**config.mk**
```make
export PLATFORM = sky130hd
export DESIGN_NAME = clean_seq_monitor_passthru
export DESIGN_NICKNAME = d
export VERILOG_FILES = /design/src/rtl/clean_seq_monitor_passthru.sv
export SDC_FILE = /design/constraint.sdc
export NUM_CORES = 1
export LEC_CHECK = 0
export CAP_MARGIN = 25
export CORE_MARGIN = 2
export CORE_UTILIZATION = 30
export DETAILED_ROUTE_END_ITERATION = 10
export PLACE_DENSITY = 0.66
export SYNTH_ARGS = -nofsm -noshare
export SYNTH_HDL_FRONTEND = slang
export SYNTH_SLANG_ARGS = --single-unit
```
**constraint.sdc**
```tcl
create_clock -name clk -period 2.4 [get_ports clk]
set_input_delay 0.36 -clock clk [delete_from_list [all_inputs] [get_ports clk]]
set_output_delay 0.36 -clock clk [all_outputs]
set_load 0.02 [all_outputs]
```
**src/rtl/clean_seq_monitor_passthru.sv**
```systemverilog
// ============================================================================
// Module  : clean_seq_monitor_passthru
// Purpose : Multi-channel registered pass-through with a read-only monitor
//           that flags a fixed trigger-word sequence on the master bus.
// Rev     : 1.0  initial release
// ============================================================================
`default_nettype none

module clean_seq_monitor_passthru #(
  parameter int DATA_WIDTH  = 32,
  parameter int NUM_CH      = 2,
  parameter int PIPE_STAGES = 1,
  parameter int SEQ_LEN     = 4,
  parameter logic [SEQ_LEN*DATA_WIDTH-1:0] TRIGGER_SEQ =
    {32'h0AAA5C5C, 32'hEAAAD8FF, 32'h354A7B6C, 32'h00000000},
  parameter int CNT_WIDTH   = 8
) (
  input  logic                         clk,
  input  logic                         rst,
  input  logic                         m0_valid,
  input  logic [DATA_WIDTH-1:0]        m0_data_o,
  input  logic [NUM_CH-1:0]            i_s_valid,
  input  logic [NUM_CH*DATA_WIDTH-1:0] i_s_data_o,
  input  logic                         cnt_clear,
  output logic [NUM_CH-1:0]            i_s_valid_o,
  output logic [NUM_CH*DATA_WIDTH-1:0] i_s_data_o_TrojanPayload,
  output logic [1:0]                   seq_state,
  output logic                         seq_hit,
  output logic [CNT_WIDTH-1:0]         seq_hit_count
);

  localparam int BUS_W = NUM_CH * DATA_WIDTH;
  localparam int IDX_W = (SEQ_LEN > 1) ? $clog2(SEQ_LEN) : 1;
  localparam logic [IDX_W-1:0] LAST_IDX = IDX_W'(SEQ_LEN - 1);
  localparam logic [IDX_W-1:0] IDX_ONE  = IDX_W'(1);

  typedef enum logic [1:0] {
    ST_IDLE  = 2'd0,
    ST_MATCH = 2'd1,
    ST_HIT   = 2'd2
  } state_e;

  // --------------------------------------------------------------------------
  // Pass-through delay line: loads every cycle, valid travels alongside data
  // --------------------------------------------------------------------------
  logic [BUS_W-1:0]  pipe_data_q  [PIPE_STAGES];
  logic [BUS_W-1:0]  pipe_data_d  [PIPE_STAGES];
  logic [NUM_CH-1:0] pipe_valid_q [PIPE_STAGES];
  logic [NUM_CH-1:0] pipe_valid_d [PIPE_STAGES];

  for (genvar s = 0; s < PIPE_STAGES; s++) begin : g_stage
    if (s == 0) begin : g_first
      always_comb begin
        pipe_data_d[s]  = i_s_data_o;
        pipe_valid_d[s] = i_s_valid;
      end
    end else begin : g_rest
      always_comb begin
        pipe_data_d[s]  = pipe_data_q[s-1];
        pipe_valid_d[s] = pipe_valid_q[s-1];
      end
    end
  end

  always_ff @(posedge clk) begin
    if (rst) begin
      for (int s = 0; s < PIPE_STAGES; s++) begin
        pipe_data_q[s]  <= '0;
        pipe_valid_q[s] <= '0;
      end
    end else begin
      for (int s = 0; s < PIPE_STAGES; s++) begin
        pipe_data_q[s]  <= pipe_data_d[s];
        pipe_valid_q[s] <= pipe_valid_d[s];
      end
    end
  end

  assign i_s_data_o_TrojanPayload = pipe_data_q[PIPE_STAGES-1];
  assign i_s_valid_o              = pipe_valid_q[PIPE_STAGES-1];

  // --------------------------------------------------------------------------
  // Sequence monitor (observes m0 only, never touches the data path)
  // --------------------------------------------------------------------------
  logic [DATA_WIDTH-1:0] seq_word [SEQ_LEN];

  for (genvar k = 0; k < SEQ_LEN; k++) begin : g_seq_word
    assign seq_word[k] = TRIGGER_SEQ[k*DATA_WIDTH +: DATA_WIDTH];
  end

  state_e               state_q, state_d;
  logic [IDX_W-1:0]     idx_q, idx_d;
  logic                 seq_hit_q, seq_hit_d;
  logic [CNT_WIDTH-1:0] count_q, count_d;
  logic                 hit_entry;
  logic                 word_is_first;

  assign word_is_first = (m0_data_o == seq_word[0]);

  always_comb begin
    state_d = state_q;
    idx_d   = idx_q;
    if (m0_valid) begin
      case (state_q)
        // HIT restarts exactly like IDLE using the word presented this cycle
        ST_IDLE, ST_HIT: begin
          if (word_is_first) begin
            state_d = ST_MATCH;
            idx_d   = IDX_ONE;
          end else begin
            state_d = ST_IDLE;
            idx_d   = '0;
          end
        end
        ST_MATCH: begin
          if (m0_data_o == seq_word[idx_q]) begin
            if (idx_q == LAST_IDX) begin
              state_d = ST_HIT;
              idx_d   = '0;
            end else begin
              idx_d   = idx_q + IDX_ONE;
            end
          end else if (word_is_first) begin
            state_d = ST_MATCH;
            idx_d   = IDX_ONE;
          end else begin
            state_d = ST_IDLE;
            idx_d   = '0;
          end
        end
        default: begin
          state_d = ST_IDLE;
          idx_d   = '0;
        end
      endcase
    end else if (state_q != ST_IDLE && state_q != ST_MATCH) begin
      state_d = ST_IDLE;
      idx_d   = '0;
    end
  end

  // HIT is only reachable from MATCH, so any transition into it is an entry
  assign hit_entry = (state_d == ST_HIT);

  always_comb begin
    seq_hit_d = hit_entry;
    count_d   = count_q;
    if (cnt_clear) begin
      count_d = '0;
    end else if (hit_entry && (count_q != {CNT_WIDTH{1'b1}})) begin
      count_d = count_q + CNT_WIDTH'(1);
    end
  end

  always_ff @(posedge clk) begin
    if (rst) begin
      state_q   <= ST_IDLE;
      idx_q     <= '0;
      seq_hit_q <= 1'b0;
      count_q   <= '0;
    end else begin
      state_q   <= state_d;
      idx_q     <= idx_d;
      seq_hit_q <= seq_hit_d;
      count_q   <= count_d;
    end
  end

  assign seq_state     = state_q;
  assign seq_hit       = seq_hit_q;
  assign seq_hit_count = count_q;

endmodule

`default_nettype wire

```
**Run 1: metal layers overlaid**

Scale bar: 20 microns.
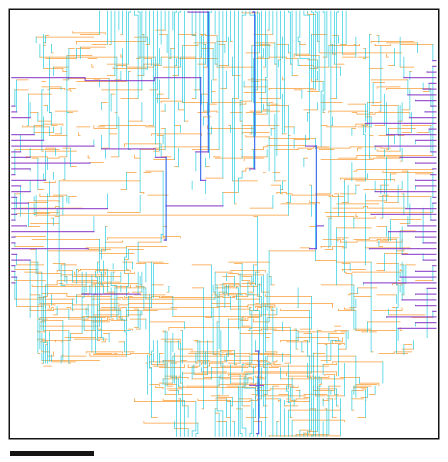
[blue] M4 | wire length: 159 microns
[cyan] M2 | wire length: 4110 microns
[orange] M1 | wire length: 3590 microns
[purple] M3 | wire length: 556 microns

**Run 1: ports around the boundary**

Pins as bars across the die edge, other pins in grey.
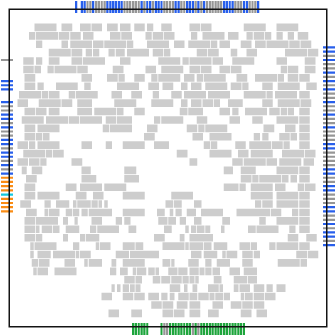
[green] m0_data_o | pins: 32 | direction: input | edge: bottom
[orange] seq_hit_count | pins: 8 | direction: output | edge: left
[blue] i_s_data_o | pins: 64 | direction: input | edge: 30 top, 21 right, 13 left
[cyan] cnt_clear | pins: 1 | direction: input | edge: left
all pins by edge: 64 top, 48 right, 36 bottom, 31 left

==> results.json, run 1 <==
{
  "power_frac_clock": 0.360,
  "core_area_sq_um": 9280,
  "grt_start_max_net_pins": 42,
  "ao_oa_area_share": 0.0593,
  "multiInputCombCellCount": 179,
  "skew_ns": 0.00449,
  "numSynthFlops": 79,
  "yosys-dominant-comb-family": "simple AND/OR/NAND/NOR gates",
  "xor_area_frac": 0.00908,
  "seq_share": 0.310,
  "cp_max_fo": 4,
  "holdCritPathClass": "register to register",
  "net_switching_power_w": 0.000697,
  "io_pins": 179,
  "outcome": "finished clean",
  "synth.distinct_cells": 43,
  "grt_pass1_wl_microns": 12600,
  "lay_top_cells": "clkdlybuf4s50_1 (177), dfxtp_1 (78), nor2b_1 (66)",
  "crit_chain": "inv_1, ha_1, or3_1, a22oi_2, o2111ai_4, buf_4, nor4_2, mux2i_1",
  "post-dp-hpwl_microns": 6570,
  "via_per_inst": 4.45,
  "vdd_drop_max_mv": 0.390,
  "postSynthNetCount": 379,
  "critPathKind": "register to register",
  "totalWireLength_microns": 8420,
  "seq_power_share": 0.481,
  "clock_buffer_count": 10,
  "timing.critical_path.arrival_ns": 2.49,
  "comb-cell-share": 0.247,
  "cell_count_after_synthesis": 272,
  "dpl_cell_area_sq_um": 4880,
  "placement.io_buffers": 178,
  "area_of_the_mapped_netlist_sq_um": 2890,
  "crit_path_start_kind": "register",
  "number_of_setup_violations_in_the_final_report": 0,
  "tritoncts": "built",
  "fp_util": 0.312,
  "placement_rows": 35,
  "worst-slew-pin-transition_ns": 0.736,
  "htreeDepth": 3,
  "worst_path_dominant_cell_family": "simple AND/OR/NAND/NOR gates",
  "tally_of_nets_with_antenna_violations_remaining_after_routing": 0,
  "fp.dieH_microns": 102,
  "pre_cts_slack_ns": -0.0797,
  "wl_per_cell_microns": 14.1,
  "top_area_cell_class": "non-clock buffers",
  "route.detailed.drc": 0
}
**Run 1: sequential cells coloured by netlist name**

Other sequential cells in the stronger grey, the rest of the logic in the fainter grey.
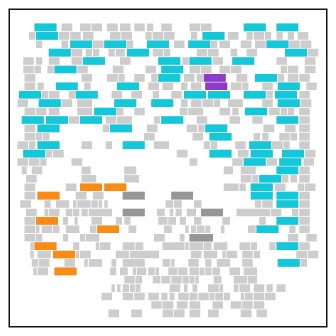
[cyan] pipe_data_q | placed flops: 64
[orange] seq_hit_count | placed flops: 8
[purple] pipe_valid_q | placed flops: 2
not coloured: 5

[run 1: metal layers]
layer  global-route usage  vias up  part of all wire
met5                    0        -                 0
met4               0.0482        0             0.019
met3               0.0486       14             0.066
met2                0.263       97              0.49
met1                0.190     1221              0.43
li1                     -     1320                 -
[run 1: final timing paths]
| kind | from | end | slack, ns | cells after the start |
|---|---|---|---|---|
| min reg2reg | seq_hit_count[5]$_SDFFE_PP0P_ | seq_hit_count[5]$_SDFFE_PP0P_ | 0.50 | 2 |
| max | idx_q[1]$_SDFFE_PP0P_ | seq_hit_count[3]$_SDFFE_PP0P_ | 0.18 | 8 |
| max reg2reg | idx_q[1]$_SDFFE_PP0P_ | seq_hit_count[3]$_SDFFE_PP0P_ | 0.18 | 8 |
| min | seq_hit_count[5]$_SDFFE_PP0P_ | seq_hit_count[5]$_SDFFE_PP0P_ | 0.50 | 2 |
[run 1: power by group through the flow]
stage | Clock [W] | Combinational, W | Sequential [W]
floorplan | 0 | 0.0000781 | 0.00149
global placement | 0 | 0.000452 | 0.00141
detailed placement | 0 | 0.000457 | 0.00141
CTS | 0.00107 | 0.000459 | 0.00138
global route | 0.00113 | 0.000483 | 0.00139
finish | 0.00103 | 0.000455 | 0.00138
[run 1: per-stage QoR]
stage	TNS (ns)	util	instances	hold slack [ns]
final	0	0.550	596	0.496
after global routing	0	0.550	596	0.512
after CTS	0	0.549	596	0.499
after detailed placement	-0.477	0.526	580	0.480
after global placement	-0.00000400	0.526	580	0.475
after floorplan	0	-	272	0.488
[run 1: synth_stat cells (all sizes together)]
| master | instances | share of area |
|---|---|---|
| or4 | 4 | 0.010 |
| and3 | 2 | 0.0043 |
| and2 | 1 | 0.0022 |
| and3b | 1 | 0.0030 |
| nor3b | 1 | 0.0026 |
| nor2 | 5 | 0.0065 |
| o21bai | 1 | 0.0026 |
| nand3 | 8 | 0.014 |
| a41o | 1 | 0.0035 |
| a22oi | 2 | 0.0069 |
| nand4b | 2 | 0.0061 |
| nor3 | 6 | 0.012 |
| or2 | 1 | 0.0022 |
| nand3b | 2 | 0.0052 |
| a211oi | 1 | 0.0069 |
| nor2b | 66 | 0.14 |
| a32o | 1 | 0.0035 |
| xor2 | 3 | 0.0091 |
| and4b | 1 | 0.0035 |
| inv | 4 | 0.0052 |
| nand2 | 17 | 0.022 |
| o221ai | 1 | 0.0030 |
| mux2i | 8 | 0.028 |
| nand4 | 2 | 0.0065 |
| ha | 5 | 0.022 |
| or3 | 11 | 0.026 |
| nand2b | 2 | 0.0043 |
| dfxtp | 79 | 0.55 |
| o211ai | 3 | 0.0078 |
| clkbuf | 9 | 0.012 |
| o22ai | 2 | 0.0065 |
| o2111ai | 2 | 0.012 |
| a21oi | 2 | 0.0035 |
| a22o | 1 | 0.0030 |
| nor4 | 14 | 0.043 |
| buf | 1 | 0.0026 |
[run 1: repair_timing]
action | CTS | global route
endpoints found under the setup margin | 0 | 7
resized | 0 | 2
endpoints found under the hold margin | 0 | 0
[run 1: kinds of logic (layout without fill, tap and decap cells)]
family	after synthesis	after routing
AOI/OAI and AO/OA	17	17
xor gates and xnor gates	3	3
DFF	79	79
and+or+nand+nor	146	146
buffers and inverters	14	209
adders and majority gates	5	5
muxes	8	8
==> inputs of run 2 (changes only) <==
--- a/config.mk
+++ b/config.mk
@@ -9,7 +9,9 @@
 export CORE_MARGIN = 2
 export CORE_UTILIZATION = 30
 export DETAILED_ROUTE_END_ITERATION = 10
-export PLACE_DENSITY = 0.66
+export DONT_BUFFER_PORTS = 1
+export PLACE_DENSITY = 0.43
+export SKIP_LAST_GASP = 1
 export SYNTH_ARGS = -nofsm -noshare
 export SYNTH_HDL_FRONTEND = slang
 export SYNTH_SLANG_ARGS = --single-unit
**Run 2: clock distribution**

Scale bar: 20 microns.
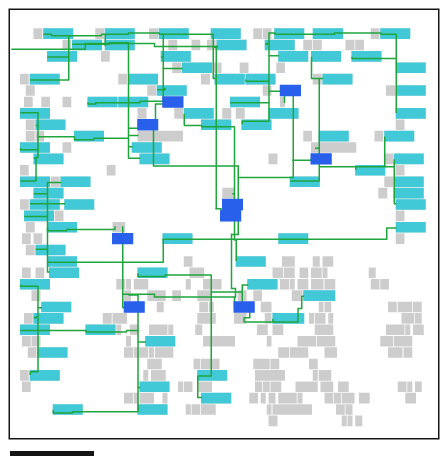
[green] clock wires | length: 1110 microns
[blue] clock-net drivers | count: 9
[cyan] flip-flops | count: 79
routed clock nets: 10
flops lie: all over the die

**Run 2: the clock network**

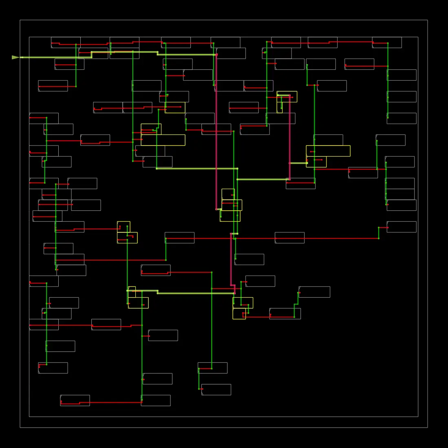
Layout Skew: 0.00431 ns
number of buffers created by CTS: 9

**Run 2: ports around the boundary**

Pins as bars across the die edge, other pins in grey.
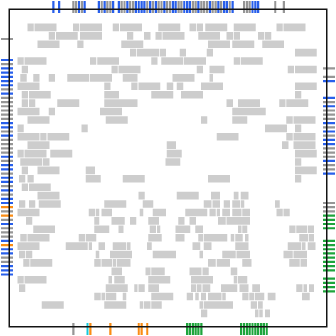
[cyan] cnt_clear | pins: 1 | direction: input | edge: bottom
[green] m0_data_o | pins: 32 | direction: input | edge: 16 bottom, 16 right
[blue] i_s_data_o | pins: 64 | direction: input | edge: 30 top, 25 left, 9 right
[orange] seq_hit_count | pins: 8 | direction: output | edge: 5 bottom, 3 left

==> results.json, run 2 <==
{
  "grt_pass1_wl_microns": 9670,
  "core_area_sq_um": 9280,
  "holdCritPathClass": "input pin to register",
  "layoutNonFillerInstCount": 412,
  "vdd_drop_max_mv": 0.262,
  "critPathKind": "register to register",
  "fp.dieH_microns": 102,
  "route.detailed.drc": 0,
  "totalWireLength_microns": 6720,
  "synth.distinct_cells": 43,
  "placement.io_buffers": 0,
  "wl_per_cell_microns": 16.3,
  "common_cells": "dfxtp_1 (79), nor2b_1 (66), nand2_1 (17), or3_1 (10), clkbuf_1 (9)",
  "dpl_cell_area_sq_um": 3040,
  "timing.critical_path.arrival_ns": 2.53,
  "tally_of_nets_with_antenna_violations_remaining_after_routing": 0,
  "numSynthFlops": 79,
  "net_switching_power_w": 0.000633,
  "grt_start_max_net_pins": 83,
  "pre_cts_slack_ns": 0.000276,
  "cell_count_after_synthesis": 272,
  "number_of_setup_violations_in_the_final_report": 0,
  "lay_top_cells": "dfxtp_1 (77), nor2b_1 (66), nand2_1 (17)",
  "finalCoreUtilization": 0.354,
  "io_pins": 179,
  "outcome": "finished clean",
  "crit_path_start_kind": "register",
  "fp_util": 0.312,
  "postSynthNetCount": 379,
  "yosys-top-cells-area": "dfxtp_1 (55%), nor2b_1 (14%), mux2i_1 (2.8%)",
  "top_cell_area_share": 0.547,
  "post-place-cells": 395,
  "async_flop_share": 0,
  "worst-slew-pin-transition_ns": 0.602,
  "ys.flop_type": "dfxtp_1"
}
==> run 2: netlist changes by cell type in the layout (fill, tap and decap cells not counted), sizes merged <==
cell	before	now
inv	8	6
clkinvlp	1	0
bufinv	1	2
clkdlybuf4s50	177	0
buf	12	5
clkinv	0	2
==> run 2: worst paths after layout <==
check                             start                       endpoint  slack, ns  depth (start not counted)
setup / recovery  idx_q[0]$_SDFFE_PP0P_          idx_q[1]$_SDFFE_PP0P_       0.14                          7
hold / removal                      rst  pipe_data_q[0][36]$_SDFF_PP0_       0.08                          1
setup reg to reg  idx_q[0]$_SDFFE_PP0P_          idx_q[1]$_SDFFE_PP0P_       0.14                          7
hold reg to reg   idx_q[0]$_SDFFE_PP0P_          idx_q[0]$_SDFFE_PP0P_       0.58                          2
==> run 2: critical path: cells and delay by family (launching register included) <==
| family | cells | cell delay [ns] |
|---|---|---|
| simple gates | 2 | 0.95 |
| fa+ha+maj | 1 | 0.33 |
| buf+inv | 1 | 0.07 |
| compound gates | 3 | 0.47 |
| flops | 1 | 0.36 |
==> run 2: cell families after synthesis <==
group	after synthesis	synth area share
flip-flops	79	0.547
buffers and inverters	14	0.0195
AND-OR/OR-AND	17	0.0593
AND/OR/NAND/NOR	146	0.316
adder cells (fa/ha/maj)	5	0.0216
XOR/XNOR	3	0.00908
multiplexers	8	0.0277
==> run 2: final cells by class <==
type	count	area [sq um]	share of cell area
Tap cell	129	161	0.0491
Inverter	4	15.0	0.00457
Clock inverter	6	91.3	0.0278
Sequential cell	79	1580	0.482
Clock buffer	10	128	0.0388
Timing Repair Buffer	5	37.5	0.0114
Multi-Input combinational cell	179	1270	0.386
==> run 2: metal layers <==
metal	track usage	wire length [microns]	up-vias
li1	-	-	944
met1	0.150	2870	842
met2	0.187	3070	108
met3	0.0595	698	7
met4	0.0554	75	0
met5	0	0	-
==> run 2: power groups by stage <==
stage	registers (W)	clock network, W	logic [W]
6_report	0.00147	0.00110	0.0000684
5_1_grt	0.00148	0.00120	0.0000772
4_1_cts	0.00147	0.00115	0.0000694
3_5_place_dp	0.00150	0	0.0000700
3_3_place_gp	0.00150	0	0.0000675
2_1_floorplan	0.00149	0	0.0000781
==> run 2: what timing repair did <==
action                     CTS  global route
pin swaps                    0             2
setup endpoints to repair    1             8
buffers inserted             0             1
cloned                       0             0
resized                      1             3
==> run 2: metrics by stage <==
step,hold WS (ns),total power [W]
global route,0.0523,0.00276
CTS,0.0409,0.00269
global placement,0.438,0.00157
detailed placement,0.438,0.00157
floorplan,0.488,0.00157
finish,0.0771,0.00264
==> inputs of run 3 (changes only) <==
--- a/config.mk
+++ b/config.mk
@@ -11,6 +11,7 @@
 export DETAILED_ROUTE_END_ITERATION = 10
 export DONT_BUFFER_PORTS = 1
 export PLACE_DENSITY = 0.43
+export REMOVE_ABC_BUFFERS = 1
 export SKIP_LAST_GASP = 1
 export SYNTH_ARGS = -nofsm -noshare
 export SYNTH_HDL_FRONTEND = slang
**Run 3: clock distribution**

Scale bar: 20 microns.
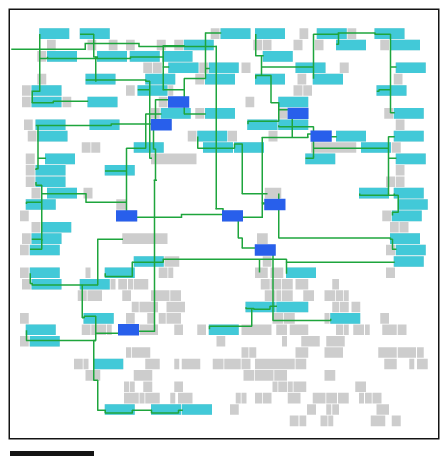
[blue] clock-net drivers | count: 9
[cyan] flip-flops | count: 79
[green] clock wires | length: 1070 microns
routed clock nets: 10

**Run 3: ports around the boundary**

Pins as bars across the die edge, other pins in grey.
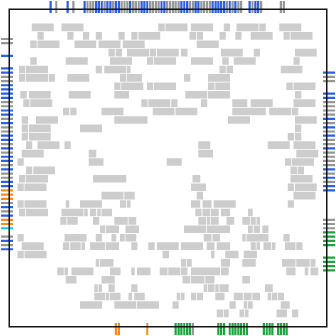
[blue] i_s_data_o | pins: 64 | direction: input | edge: 31 top, 22 left, 11 right
[orange] seq_hit_count | pins: 8 | direction: output | edge: 5 left, 3 bottom
[cyan] cnt_clear | pins: 1 | direction: input | edge: left
[green] m0_data_o | pins: 32 | direction: input | edge: 24 bottom, 8 right
all pins by edge: 67 top, 46 left, 38 right, 28 bottom

**Run 3: sequential cells coloured by netlist name**

Other sequential cells in the stronger grey, the rest of the logic in the fainter grey.
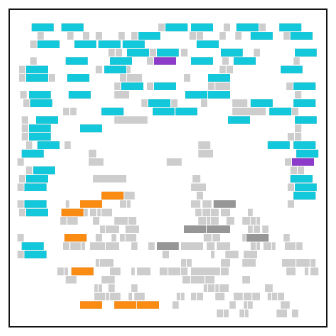
[orange] seq_hit_count | placed flops: 8 | where: bottom left
[purple] pipe_valid_q | placed flops: 2
[cyan] pipe_data_q | placed flops: 64
not coloured: 5

==> results.json, run 3 <==
{
  "cell_count_after_synthesis": 272,
  "lay_top_cells": "dfxtp_1 (78), nor2b_1 (66), nand2_1 (17)",
  "critPathKind": "register to register",
  "numSynthFlops": 79,
  "clock_insertion_delay_worst_skew_ns": 0.34,
  "yosys.stat.chipArea_sq_um": 2890,
  "route.detailed.drc": 0,
  "finalCoreUtilization": 0.358,
  "number_of_setup_violations_in_the_final_report": 0,
  "timing.critical_path.arrival_ns": 2.57,
  "antenna_cell_count": 0,
  "grt_start_max_net_pins": 83,
  "wl_per_cell_microns": 16.1,
  "fp_util": 0.312,
  "ys.flop_type": "dfxtp_1",
  "worst-slew-pin-transition_ns": 0.608,
  "outcome": "finished clean",
  "skew_ns": 0.00301,
  "grt_pass1_wl_microns": 9380,
  "core_area_sq_um": 9280,
  "holdCritPathClass": "input pin to register",
  "cts-buffers-inserted": 9,
  "pre_cts_slack_ns": 0.0829,
  "clkSinkCount": 79,
  "placement.io_buffers": 0,
  "design_power_total_w": 0.00274,
  "totalWireLength_microns": 6700,
  "io_pins": 179,
  "top_cell_area_share": 0.547,
  "crit_path_start_kind": "register",
  "placement_rows": 35,
  "worst_hold_path.num_cells": 1
}
## run 3: cell counts after synthesis
No cell type changed its count.
## run 3: kinds of logic (layout without fill, tap and decap cells)
group | count (synthesis) | after routing | share of synthesized area
muxes | 8 | 8 | 0.0277
AOI/OAI and AO/OA | 17 | 17 | 0.0593
xor gates and xnor gates | 3 | 3 | 0.00908
DFF | 79 | 79 | 0.547
and+or+nand+nor | 146 | 146 | 0.316
buffers and inverters | 14 | 28 | 0.0195
adders and majority gates | 5 | 5 | 0.0216
## run 3: per-layer routing
layer / vias up / global-route usage / wire [microns]
li1: 953 / - / -
met1: 877 / 0.151 / 2790
met2: 106 / 0.173 / 3130
met3: 8 / 0.0602 / 687
met4: 0 / 0.0554 / 93
met5: - / 0 / 0
## run 3: metrics by stage
stage	setup TNS [ns]	cells	hold WS [ns]	area, sq um
after floorplan	0	262	0.429	2850
after global placement	0	397	0.438	3060
after detailed placement	0	397	0.441	3060
after CTS	0	413	0.0579	3300
after global routing	-0.00132	415	0.0398	3320
final	0	415	0.0743	3320
## run 3: timing repair
action	4_1_cts	5_1_grt
setup buffers	0	2
resized	0	1
endpoints found under the setup margin	0	2
## run 3: layout make-up
| cell class | instances | area (sq um) |
|---|---|---|
| timing repair buffer | 8 | 60.1 |
| multi-input combinational | 179 | 1250 |
| clock inverter | 6 | 118 |
| clock buffer | 10 | 128 |
| inverter | 4 | 15.0 |
| fill | 947 | 5960 |
| sequential | 79 | 1580 |
| tap | 129 | 161 |
## run 3: worst max-delay path, cell delays in order, from the launching register on
cell	delay (ns)
dfxtp_1	0.33
buf_4	0.15
ha_1	0.21
or3_4	0.42
a211oi_4	0.28
o2111ai_4	0.24
or4_1	0.46
a21oi_1	0.14
## run 3: where the power goes
part / total (W) / switching [W] / internal, W
logic: 0.0000683 / 0.0000255 / 0.0000428
registers: 0.00147 / 0.0000992 / 0.00137
clock network: 0.00121 / 0.000505 / 0.000701
total: 0.00274 / 0.000630 / 0.00211
## run 3: worst paths after layout
kind                         startpoint                            end  slack, ns
setup / recovery  idx_q[1]$_SDFFE_PP0P_          idx_q[1]$_SDFFE_PP0P_       0.12
setup reg to reg  idx_q[1]$_SDFFE_PP0P_          idx_q[1]$_SDFFE_PP0P_       0.12
hold reg to reg   idx_q[0]$_SDFFE_PP0P_          idx_q[0]$_SDFFE_PP0P_       0.58
hold / removal                      rst  pipe_data_q[0][37]$_SDFF_PP0_       0.07
No activity file was given, so power comes from the tool's default toggle rates.
